## config.mk

```make
export PLATFORM = sky130hd
export DESIGN_NAME = fir_packet_master
export DESIGN_NICKNAME = d
export VERILOG_FILES = /design/src/rtl/fir_packet_master.sv
export SDC_FILE = /design/constraint.sdc
export NUM_CORES = 1
export LEC_CHECK = 0
export CORE_MARGIN = 2
export CORE_UTILIZATION = 34
export DETAILED_ROUTE_END_ITERATION = 8
export SYNTH_ARGS = -nofsm -noshare
export SYNTH_HDL_FRONTEND = slang
export SYNTH_SLANG_ARGS = --single-unit
```

## constraint.sdc

```tcl
create_clock -name clk -period 4.3 [get_ports clk]
set_clock_uncertainty 0.2 [all_clocks]
set_input_delay 0.86 -clock clk [delete_from_list [all_inputs] [get_ports clk]]
set_output_delay 0.86 -clock clk [all_outputs]
set_load 0.005 [all_outputs]
```

## src/rtl/fir_packet_master.sv

```systemverilog
// fir_packet_master: mode-0 SPI master that streams one packet of FIR samples
// to a slave and captures the equally long result stream coming back.
module fir_packet_master #(
    parameter int SAMPLES_NUM = 8,
    parameter int CLK_DIV     = 16,
    parameter int CS_GAP      = 16
) (
    input  logic                      clk,
    input  logic                      nResetIn,
    input  logic                      startIn,
    input  logic                      abortIn,
    input  logic [16*SAMPLES_NUM-1:0] dataIn,
    output logic [32*SAMPLES_NUM-1:0] dataOut,
    output logic                      doneOut,
    output logic                      busyOut,
    output logic                      ssOut,
    output logic                      sckOut,
    output logic                      mosiOut,
    input  logic                      misoIn
);
    localparam int DW    = 16*SAMPLES_NUM;
    localparam int NBITS = 32*SAMPLES_NUM;
    localparam int BW    = $clog2(NBITS + 1);

    localparam logic [7:0]    DIV_LAST  = 8'(CLK_DIV - 1);
    localparam logic [7:0]    GAP_LAST  = 8'(CS_GAP - 1);
    localparam logic [BW-1:0] BITS_LAST = BW'(NBITS - 1);

    typedef enum logic [2:0] {IDLE, LOW, HIGH, TRAIL, GAP} state_t;

    state_t           state, stateNext;
    logic [7:0]       divCnt, divCntNext;
    logic [BW-1:0]    bitCnt, bitCntNext;
    logic [NBITS-1:0] txReg, txNext;
    logic [NBITS-1:0] rxReg, rxNext;
    logic [NBITS-1:0] dataNext;
    logic             ssNext, sckNext, mosiNext;
    logic             doneNext, busyNext;
    logic             divLast, gapLast, lastBit;

    assign divLast = (divCnt == DIV_LAST);
    assign gapLast = (divCnt == GAP_LAST);
    assign lastBit = (bitCnt == BITS_LAST);

    always_ff @(posedge clk or negedge nResetIn) begin
        if (!nResetIn) begin
            state   <= IDLE;
            divCnt  <= '0;
            bitCnt  <= '0;
            txReg   <= '0;
            rxReg   <= '0;
            dataOut <= '0;
            ssOut   <= 1'b1;
            sckOut  <= 1'b0;
            mosiOut <= 1'b0;
            doneOut <= 1'b0;
            busyOut <= 1'b0;
        end else begin
            state   <= stateNext;
            divCnt  <= divCntNext;
            bitCnt  <= bitCntNext;
            txReg   <= txNext;
            rxReg   <= rxNext;
            dataOut <= dataNext;
            ssOut   <= ssNext;
            sckOut  <= sckNext;
            mosiOut <= mosiNext;
            doneOut <= doneNext;
            busyOut <= busyNext;
        end
    end

    // Abort is checked first so it beats a coincident TRAIL completion.
    always_comb begin
        stateNext = state;
        unique case (state)
            IDLE:  if (startIn) stateNext = LOW;
            LOW: begin
                if (abortIn)      stateNext = GAP;
                else if (divLast) stateNext = HIGH;
            end
            HIGH: begin
                if (abortIn)      stateNext = GAP;
                else if (divLast) stateNext = lastBit ? TRAIL : LOW;
            end
            TRAIL: begin
                if (abortIn)      stateNext = GAP;
                else if (divLast) stateNext = GAP;
            end
            GAP:   if (gapLast) stateNext = IDLE;
            default: stateNext = IDLE;
        endcase
    end

    always_comb begin
        divCntNext = (state == IDLE || stateNext != state) ? 8'd0 : divCnt + 8'd1;
        bitCntNext = bitCnt;
        txNext     = txReg;
        rxNext     = rxReg;
        dataNext   = dataOut;
        ssNext     = ssOut;
        sckNext    = sckOut;
        mosiNext   = mosiOut;
        doneNext   = 1'b0;
        busyNext   = busyOut;
        unique case (state)
            IDLE: begin
                if (startIn) begin
                    txNext     = {dataIn, {DW{1'b0}}};
                    ssNext     = 1'b0;
                    mosiNext   = dataIn[DW-1];
                    busyNext   = 1'b1;
                    bitCntNext = '0;
                end
            end
            LOW, HIGH, TRAIL: begin
                if (abortIn) begin
                    ssNext   = 1'b1;
                    sckNext  = 1'b0;
                    mosiNext = 1'b0;
                end else if (divLast) begin
                    if (state == LOW) begin
                        sckNext = 1'b1;
                        rxNext  = {rxReg[NBITS-2:0], misoIn};
                    end else if (state == HIGH) begin
                        sckNext    = 1'b0;
                        bitCntNext = bitCnt + BW'(1);
                        if (!lastBit) begin
                            txNext   = {txReg[NBITS-2:0], 1'b0};
                            mosiNext = txReg[NBITS-2];
                        end
                    end else begin
                        ssNext   = 1'b1;
                        mosiNext = 1'b0;
                        dataNext = rxReg;
                        doneNext = 1'b1;
                    end
                end
            end
            GAP: begin
                if (gapLast) busyNext = 1'b0;
            end
            default: busyNext = 1'b0;
        endcase
    end

endmodule

```

==> reports/highlights.md <==
Outcome
• finished clean — status

Worst setup path
• dataOut[133]$_DFFE_PN0P_ — endpoint of the worst register-to-register path
• sky130_fd_sc_hd__or4b_1 — standard cell with the maximum stage delay on the critical path
• 1310 ps — worst reg-to-reg setup slack
• 620 ps — max incr delay on CP
• in -> reg — Setup Crit Path Kind
• 3420 ps — Crit path arrival time

Global route
• 93600 um — wire length of the first global-routing pass
• met2 — GRT Max-Usage Layer
• 16500 — number of global-route vias before repair

Final timing
• 0 — number of endpoints failing setup at the final stage

Power
• sequential cells — Pwr top
• 16.3 mW — total design power
• 42.0% — portion of total power attributed to the clock network
• 12.1 mW — internal power component
• 6.83 mW — total clock network power

Die
• 1030 — Tapcell Cnt

Cells and area
• 6734 — fill cell total of the finished layout
• 663 x sky130_fd_sc_hd__dfrtp_1, 400 x sky130_fd_sc_hd__mux2_2, 392 x sky130_fd_sc_hd__clkdlybuf4s50_1 — most common logic cells in the final layout
• 0 — diodes inserted
• 44.7% — utilization of the core after routing
• 104 — number of clock buffer instances in the layout
• 994 — Comb gates

Yosys
• 0 — number of synthesized flops with an enable pin

Clock tree
• 0 — Post-CTS Setup Repair Bufs
• 0 — post-cts repair resize count

Worst hold path
• in -> async — Hold/Removal Path Class

Job
• 28 — OpenROAD warnings

Drt
• 27600 um — sum of met2 wire segment lengths after detailed routing

==> critical path: cells and delay by family <==
kind / cells / cell delay [ps]
buf+inv: 3 / 1310
simple gates: 2 / 720
compound gates: 2 / 460
==> stage by stage <==
step | cell area, um2 | hold slack [ps] | std cells | setup slack, ps
CTS | 34000 | 125 | 3279 | 1240
global route | 34000 | 131 | 3279 | 1010
detailed placement | 31300 | 273 | 3142 | 602
global placement | 31300 | 251 | 3142 | 665
floorplan | 26100 | 233 | 1769 | 1510
finish | 34000 | 76.2 | 3279 | 1180
==> registers in the layout, summed over array words and instances (netlist names) <==
signal / cells
state: 3
bitCnt: 9
txReg: 127
rxReg: 256
divCnt: 8
sckOut: 1
busyOut: 1
mosiOut: 1
dataOut: 256
ssOut: 1
doneOut: 1
Floorplan with the power grid:
Scale bar: 100 um. Pins as bars on the die edge. Tap cells in gray.
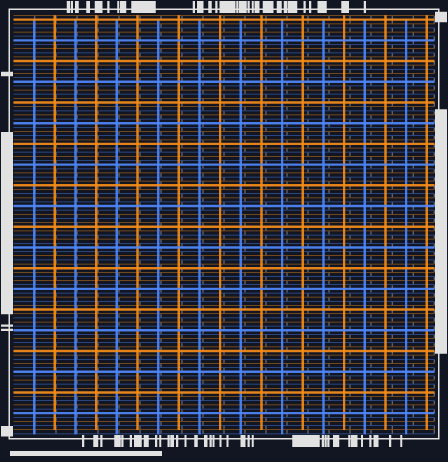
Key: orange = VDD; blue = VSS
1030 tap cells. 102 met1 rails follow the rows. The core has 101 rows.

Placement by cell class:
Scale bar: 100 um.
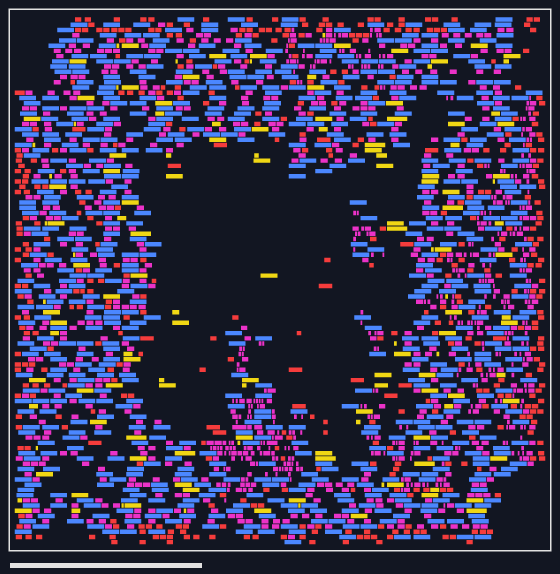
Key: red = other buffers and delay cells [cells 447]; yellow = clock drivers and dummy loads [cells 137]; blue = flip-flops [cells 664]; magenta = all other logic [cells 1001]

Routed clock nets over the placement:
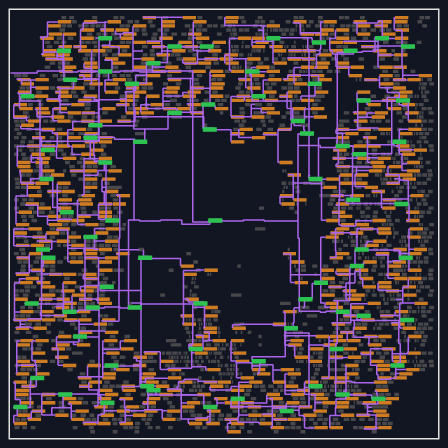
Key: purple = clock wires [length 9020 um]; orange = flip-flops [count 664]; green = cells driving clock nets [count 76]
Position of the flops: all over the die. There are 77 routed clock nets.

No activity file was given, so power comes from the tool's default toggle rates.
